===== src/rtl/camera_pose_ctrl_pkg.sv =====
// rtl/camera_pose_ctrl_pkg.sv - shared axis state type and default pose constants
package camera_pose_ctrl_pkg;

  typedef enum logic [1:0] {
    AX_IDLE = 2'd0,
    AX_SLOW = 2'd1,
    AX_FAST = 2'd2
  } axis_state_t;

  localparam int          DEF_N_AXES    = 3;
  localparam int          DEF_W         = 11;
  // Axis 0 occupies the least significant W bits.
  localparam logic [32:0] DEF_MAX_VALS  = {11'd355, 11'd1000, 11'd1000};
  localparam logic [32:0] DEF_INIT_VALS = '0;
  localparam logic [2:0]  DEF_WRAP_MASK = 3'b100;

endpackage


===== src/rtl/camera_pose_ctrl_if.sv =====
// rtl/camera_pose_ctrl_if.sv - request, preset-load and pose output bundle
interface camera_pose_ctrl_if #(
  parameter int N_AXES = 3,
  parameter int W      = 11,
  parameter int AW     = (N_AXES > 1) ? $clog2(N_AXES) : 1
);
  logic [N_AXES-1:0]   inc;
  logic [N_AXES-1:0]   dec;
  logic                load_valid;
  logic [AW-1:0]       load_axis;
  logic [W-1:0]        load_value;
  logic                load_ready;
  logic [N_AXES*W-1:0] pos;
  logic [N_AXES-1:0]   fast;

  modport master (
    output inc, dec, load_valid, load_axis, load_value,
    input  load_ready, pos, fast
  );

  modport slave (
    input  inc, dec, load_valid, load_axis, load_value,
    output load_ready, pos, fast
  );
endinterface


===== src/rtl/camera_pose_ctrl_axis.sv =====
// rtl/camera_pose_ctrl_axis.sv - one pose axis: IDLE/SLOW/FAST ramp, hold counter, clamp or wrap
module pose_axis
  import camera_pose_ctrl_pkg::*;
#(
  parameter int         W          = 11,
  parameter int         STEP_SLOW  = 5,
  parameter int         STEP_FAST  = 20,
  parameter int         HOLD_TICKS = 16,
  parameter logic [W-1:0] MAX_VAL  = '1,
  parameter logic [W-1:0] INIT_VAL = '0,
  parameter bit         WRAP       = 1'b0
) (
  input  logic         clk,
  input  logic         reset,
  input  logic         tick,
  input  logic         inc,
  input  logic         dec,
  input  logic         load_en,
  input  logic [W-1:0] load_value,
  output logic [W-1:0] pos,
  output logic         fast
);

  localparam int            HW        = $clog2(HOLD_TICKS) + 1;
  localparam logic [HW-1:0] HOLD_LAST = HW'(HOLD_TICKS - 1);
  localparam logic [W:0]    MAX_EXT   = {1'b0, MAX_VAL};
  localparam logic [W:0]    MODULUS   = MAX_EXT + 1'b1;
  localparam logic [W:0]    S_SLOW    = (W + 1)'(STEP_SLOW);
  localparam logic [W:0]    S_FAST    = (W + 1)'(STEP_FAST);

  axis_state_t   state, state_n;
  logic [HW-1:0] hold, hold_n;
  logic [W-1:0]  pos_n;
  logic          dir, dir_n;
  logic          req, same;

  // Extra bit keeps the overflow/underflow decision exact before clamping or wrapping.
  function automatic logic [W:0] stepped(input logic [W-1:0] p, input logic up,
                                         input logic [W:0] step);
    logic [W:0] pe, r;
    pe = {1'b0, p};
    if (up) begin
      r = pe + step;
      if (r > MAX_EXT) r = WRAP ? (r - MODULUS) : MAX_EXT;
    end else if (pe < step) begin
      r = WRAP ? (pe + MODULUS - step) : '0;
    end else begin
      r = pe - step;
    end
    return r;
  endfunction

  assign req  = inc ^ dec;
  assign same = req && (inc == dir);

  always_comb begin
    state_n = state;
    hold_n  = hold;
    pos_n   = pos;
    dir_n   = dir;
    if (load_en) begin
      pos_n   = (load_value > MAX_VAL) ? MAX_VAL : load_value;
      state_n = AX_IDLE;
      hold_n  = '0;
    end else if (tick) begin
      case (state)
        AX_IDLE: if (req) begin
          pos_n   = W'(stepped(pos, inc, S_SLOW));
          dir_n   = inc;
          hold_n  = '0;
          state_n = AX_SLOW;
        end
        AX_SLOW: if (same) begin
          pos_n  = W'(stepped(pos, dir, S_SLOW));
          hold_n = hold + HW'(1);
          if (hold_n == HOLD_LAST) state_n = AX_FAST;
        end else begin
          state_n = AX_IDLE;
        end
        AX_FAST: if (same) begin
          pos_n = W'(stepped(pos, dir, S_FAST));
        end else begin
          state_n = AX_IDLE;
        end
        default: state_n = AX_IDLE;
      endcase
    end
  end

  always_ff @(posedge clk or posedge reset) begin
    if (reset) begin
      state <= AX_IDLE;
      hold  <= '0;
      pos   <= INIT_VAL;
      dir   <= 1'b1;
      fast  <= 1'b0;
    end else begin
      state <= state_n;
      hold  <= hold_n;
      pos   <= pos_n;
      dir   <= dir_n;
      fast  <= (state_n == AX_FAST);
    end
  end

endmodule


===== src/rtl/camera_pose_ctrl.sv =====
// rtl/camera_pose_ctrl.sv - tick prescaler, preset-load handshake and per-axis pose controllers
module camera_pose_ctrl
  import camera_pose_ctrl_pkg::*;
#(
  parameter int                  N_AXES     = DEF_N_AXES,
  parameter int                  W          = DEF_W,
  parameter int                  TICK_DIV   = 250000,
  parameter int                  STEP_SLOW  = 5,
  parameter int                  STEP_FAST  = 20,
  parameter int                  HOLD_TICKS = 16,
  parameter logic [N_AXES*W-1:0] MAX_VALS   = DEF_MAX_VALS,
  parameter logic [N_AXES*W-1:0] INIT_VALS  = DEF_INIT_VALS,
  parameter logic [N_AXES-1:0]   WRAP_MASK  = DEF_WRAP_MASK
) (
  input  logic              clk,
  input  logic              reset,
  camera_pose_ctrl_if.slave bus
);

  localparam int AW = (N_AXES > 1) ? $clog2(N_AXES) : 1;
  localparam int CW = $clog2(TICK_DIV);

  logic [CW-1:0]       cnt;
  logic                tick;
  logic                load_fire;
  logic [N_AXES*W-1:0] pos_flat;
  logic [N_AXES-1:0]   fast_vec;

  assign tick = (cnt == CW'(TICK_DIV - 1));

  always_ff @(posedge clk or posedge reset) begin
    if (reset) cnt <= '0;
    else       cnt <= tick ? '0 : cnt + CW'(1);
  end

  // Loads are refused on tick cycles so an axis never sees a step and a load together.
  assign bus.load_ready = ~tick;
  assign load_fire      = bus.load_valid & ~tick;

  for (genvar g = 0; g < N_AXES; g++) begin : g_axis
    pose_axis #(
      .W         (W),
      .STEP_SLOW (STEP_SLOW),
      .STEP_FAST (STEP_FAST),
      .HOLD_TICKS(HOLD_TICKS),
      .MAX_VAL   (MAX_VALS[g*W +: W]),
      .INIT_VAL  (INIT_VALS[g*W +: W]),
      .WRAP      (WRAP_MASK[g])
    ) u_axis (
      .clk       (clk),
      .reset     (reset),
      .tick      (tick),
      .inc       (bus.inc[g]),
      .dec       (bus.dec[g]),
      .load_en   (load_fire && (bus.load_axis == AW'(g))),
      .load_value(bus.load_value),
      .pos       (pos_flat[g*W +: W]),
      .fast      (fast_vec[g])
    );
  end

  assign bus.pos  = pos_flat;
  assign bus.fast = fast_vec;

endmodule


===== src/flat_wrapper.sv =====
// flat-port wrapper written by rule: the top's interface ports become plain ports
module camera_pose_ctrl_flat import camera_pose_ctrl_pkg::*;
#(
  parameter int                  N_AXES     = DEF_N_AXES,
  parameter int                  W          = DEF_W,
  parameter int                  TICK_DIV   = 250000,
  parameter int                  STEP_SLOW  = 5,
  parameter int                  STEP_FAST  = 20,
  parameter int                  HOLD_TICKS = 16,
  parameter logic [N_AXES*W-1:0] MAX_VALS   = DEF_MAX_VALS,
  parameter logic [N_AXES*W-1:0] INIT_VALS  = DEF_INIT_VALS,
  parameter logic [N_AXES-1:0]   WRAP_MASK  = DEF_WRAP_MASK
)
  (clk, reset, bus_inc, bus_dec, bus_load_valid, bus_load_axis, bus_load_value, bus_load_ready, bus_pos, bus_fast);
  camera_pose_ctrl_if #(.N_AXES(N_AXES), .W(W)) bus_i ();
  input  logic clk;
  input  logic reset;
  input wire logic [$bits(bus_i.inc)-1:0] bus_inc;
  input wire logic [$bits(bus_i.dec)-1:0] bus_dec;
  input wire logic [$bits(bus_i.load_valid)-1:0] bus_load_valid;
  input wire logic [$bits(bus_i.load_axis)-1:0] bus_load_axis;
  input wire logic [$bits(bus_i.load_value)-1:0] bus_load_value;
  output wire logic [$bits(bus_i.load_ready)-1:0] bus_load_ready;
  output wire logic [$bits(bus_i.pos)-1:0] bus_pos;
  output wire logic [$bits(bus_i.fast)-1:0] bus_fast;
  assign bus_i.inc = bus_inc;
  assign bus_i.dec = bus_dec;
  assign bus_i.load_valid = bus_load_valid;
  assign bus_i.load_axis = bus_load_axis;
  assign bus_i.load_value = bus_load_value;
  assign bus_load_ready = bus_i.load_ready;
  assign bus_pos = bus_i.pos;
  assign bus_fast = bus_i.fast;
  camera_pose_ctrl #(.N_AXES(N_AXES), .W(W), .TICK_DIV(TICK_DIV), .STEP_SLOW(STEP_SLOW), .STEP_FAST(STEP_FAST), .HOLD_TICKS(HOLD_TICKS), .MAX_VALS(MAX_VALS), .INIT_VALS(INIT_VALS), .WRAP_MASK(WRAP_MASK)) u_core (.clk(clk), .reset(reset), .bus(bus_i));
endmodule

===== config.mk =====
export PLATFORM = sky130hd
export DESIGN_NAME = camera_pose_ctrl_flat
export DESIGN_NICKNAME = d
export VERILOG_FILES = /design/src/rtl/camera_pose_ctrl_pkg.sv /design/src/rtl/camera_pose_ctrl_if.sv /design/src/rtl/camera_pose_ctrl_axis.sv /design/src/rtl/camera_pose_ctrl.sv /design/src/flat_wrapper.sv
export SDC_FILE = /design/constraint.sdc
export NUM_CORES = 1
export LEC_CHECK = 0
export ABC_AREA = 1
export CORE_MARGIN = 2
export CORE_UTILIZATION = 42
export DETAILED_ROUTE_END_ITERATION = 10
export SLEW_MARGIN = 40
export SYNTH_ARGS = -nofsm -noshare
export SYNTH_HDL_FRONTEND = slang
export SYNTH_SLANG_ARGS = --single-unit

===== constraint.sdc =====
create_clock -name clk -period 2.45 [get_ports clk]
set_clock_uncertainty 0.1 [all_clocks]
set_input_delay 0.245 -clock clk [delete_from_list [all_inputs] [get_ports clk]]
set_output_delay 0.245 -clock clk [all_outputs]
set_load 0.03 [all_outputs]

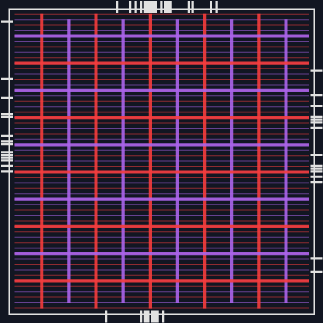
Fig. 1. Floorplan with the power grid.
(2 px per µm) Pins as bars on the die edge.
VSS: shown in red. VDD: shown in purple.
The core has 54 rows. 10 straps on met4. 10 straps on met5. 59 signal pins sit on the boundary. 55 met1 rails follow the rows.

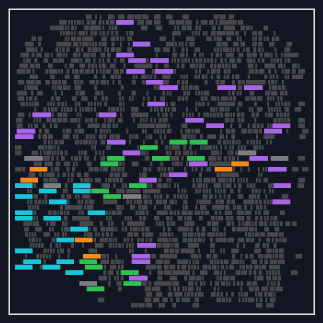
Fig. 2. Register map, names as in the netlist.
(2 px per µm) Other sequential cells in the stronger grey, the rest of the logic in the fainter grey.
u_core.cnt: shown in cyan, sequential cells 18. u_core.g_axis.u_axis.hold: shown in green, sequential cells 15. u_core.g_axis.u_axis.state: shown in orange, sequential cells 6. u_core.g_axis.u_axis.pos: shown in purple, sequential cells 33.
Another 6 sequential cells are not coloured.

layer usage:
| layer | vias to the layer above | GRT usage, % |
|---|---|---|
| met2 | 284 | 43.5 |
| met3 | 48 | 2.72 |
| met5 | - | 0 |
| li1 | 5184 | - |
| met4 | 2 | 8.06 |
| met1 | 4871 | 37.4 |
what timing repair did:
item | CTS | global route
pin swaps | 0 | 36
endpoints found under the hold margin | 0 | 0
cloned | 0 | 2
endpoints found under the setup margin | 20 | 33
buffers inserted | 0 | 14
resized | 15 | 136
worst max-delay path: stages (launching register included):
cell	delay [ns]
dfrtp_2	0.46
ha_4	0.20
o21ai_1	0.12
buf_4	0.13
inv_1	0.04
nand3_1	0.11
nand3_2	0.11
nor2_4	0.15
buf_4	0.14
nand3_2	0.12
nand3_2	0.10
nand3_2	0.11
nand2_1	0.09
nand2_1	0.05
nand2_1	0.07
nand2_1	0.06
a21oi_2	0.16
final timing paths:
kind	startpoint	end	slack (ns)	cells after the start
max in group asynchronous	reset	u_core.g_axis[1].u_axis.dir	1.61	3
max reg2reg	u_core.g_axis[2].u_axis.pos[2]	u_core.g_axis[2].u_axis.pos[2]	0.02	16
max	u_core.g_axis[2].u_axis.pos[2]	u_core.g_axis[2].u_axis.pos[2]	0.02	16
min reg2reg	u_core.cnt[0]	u_core.cnt[0]	0.37	1
min in group clk	u_core.cnt[0]	u_core.cnt[0]	0.37	1
min	reset	u_core.g_axis[0].u_axis.pos[3]	0.07	2
report_power, final:
group | internal, W | switching (W)
sequential | 0.00147 | 0.000316
combinational | 0.00291 | 0.00424
clock | 0.000806 | 0.000612
total | 0.00518 | 0.00517
state kept, by name, indices dropped and copies added, names as in the netlist:
signal / cells
u_core.cnt: 18
u_core.g_axis.u_axis.dir: 3
u_core.g_axis.u_axis.fast: 3
u_core.g_axis.u_axis.hold: 15
u_core.g_axis.u_axis.pos: 33
u_core.g_axis.u_axis.state: 6
kinds of logic (layout without fill, tap and decap cells):
logic type      count (synthesis)  after routing
compound gates                311            311
xor+xnor                       71             71
fa+ha+maj                      45             45
buf+inv                       256            462
flops                          78             78
simple gates                  699            701
stage by stage:
| step | power [W] | cell area (µm²) | util, % | TNS [ns] |
|---|---|---|---|---|
| floorplan | 0.00596 | 9170 | - | -0.354 |
| global placement | 0.00807 | 11100 | 51.3 | -0.347 |
| detailed placement | 0.00808 | 11100 | 51.3 | -0.163 |
| CTS | 0.00960 | 11400 | 52.9 | 0 |
| global route | 0.0112 | 12100 | 55.8 | -1.09 |
| finish | 0.0104 | 12100 | 55.8 | 0 |
layout make-up:
class | instances | area share [%]
Multi-Input combinational cell | 1128 | 55.0
Timing Repair Buffer | 238 | 16.4
Sequential cell | 78 | 16.4
Inverter | 208 | 6.73
Tap cell | 280 | 2.90
Clock buffer | 9 | 1.87
Clock inverter | 7 | 0.684
==> run_results.csv <==
group,metric,value,unit
synth,netlist_logic_family_top,"simple AND/OR/NAND/NOR gates",
synth,topCellsByArea,"dfrtp_1 20%, nand2_1 14%, inv_1 7.4%, ha_1 6.1%, nand3_1 6.0%",
layout,nNetsFinal,1730,
placement,io_buffers,58,
synth,simple_gate_share,33.9,%
placement,dpl.hpwl,24200,µm
final_timing,setup_viol,0,
floorplanning,initCoreUtil,42.4,%
clocking,clock_latency,0.35,ns
synth,ys_top_cells_by_count,"353 x nand2_1, 180 x inv_1, 141 x nor2_1, 110 x nand3_1, 108 x a21oi_1",
grt,grt_first_pass_wirelength,48400,µm
routing,drc,0,
routing,initialDrtViolationCount,875,
floorplanning,fp.dieH,152,µm
final_timing,rsz0062_at_grt,"true",
routing,viasPerCell,5.33,
routing,antenna_left,0,
grt,antenna_found_initial,1,
critical_path,cp.arrival,2.59,ns
synth,ys_seq_share,21.3,%
routing,via_count,10389,
routing,wl_met2,14600,µm
layout,drive_gt1_share,24.6,%
final_timing,finalMaxSlewViolations,0,
grt,track_usage,26.7,%
clocking,cts_tree,"yes",
routing,first_pass_iters,5,
layout,fillerInstances,2141,
synth,async_flop_share,100,%
placement,place_congestion,0.953,
clocking,htree_levels,3,
floorplanning,ios,59,
layout,finalNonFillerCells,1948,
run,log.warning_count,59,
synth,syn_avg_cell_area,6.28,µm²
layout,antennaDiodeCount,0,
clocking,cts_buffers,9,
grt,grt_max_degree,36,
routing,wl_per_cell,15.9,µm
placement,place_inst,1916,
routing,met1Wirelength,14300,µm
floorplanning,dieArea,23000,µm²
critical_path,startpoint_type,"register",
final_timing,postLayoutSetupSlackWorst,0.0239,ns
grt,grt_pass1_vias,9472,
synth,synthAoiAreaFrac,19.7,%
synth,syn_area,9160,µm²
floorplanning,rows,54,
synth,numSynthFlops,78,
synth,edf_count,0,
synth,ys_cells,1460,
layout,syn_to_final_growth,31.7,%
grt,grt-ovfl-total,0,
routing,wl,31000,µm
placement,post-place-ws,-0.0363,ns
final_timing,timing_worst_slew_pin_value,0.784,ns
layout,most-common-layout-cells,"335 x nand2_1, 173 x inv_1, 173 x buf_4",
synth,syn_inst,1460,
outcome,outcome,"completed",
min_path,hp-class,"in2async",
synth,yosysMostFrequentCell,"nand2_1",
final_timing,slew_headroom,47.1,%
synth,synth.largest_area_cell,"dfrtp_1",
Power figures rest on the tool's default switching activity, not on a simulated workload.
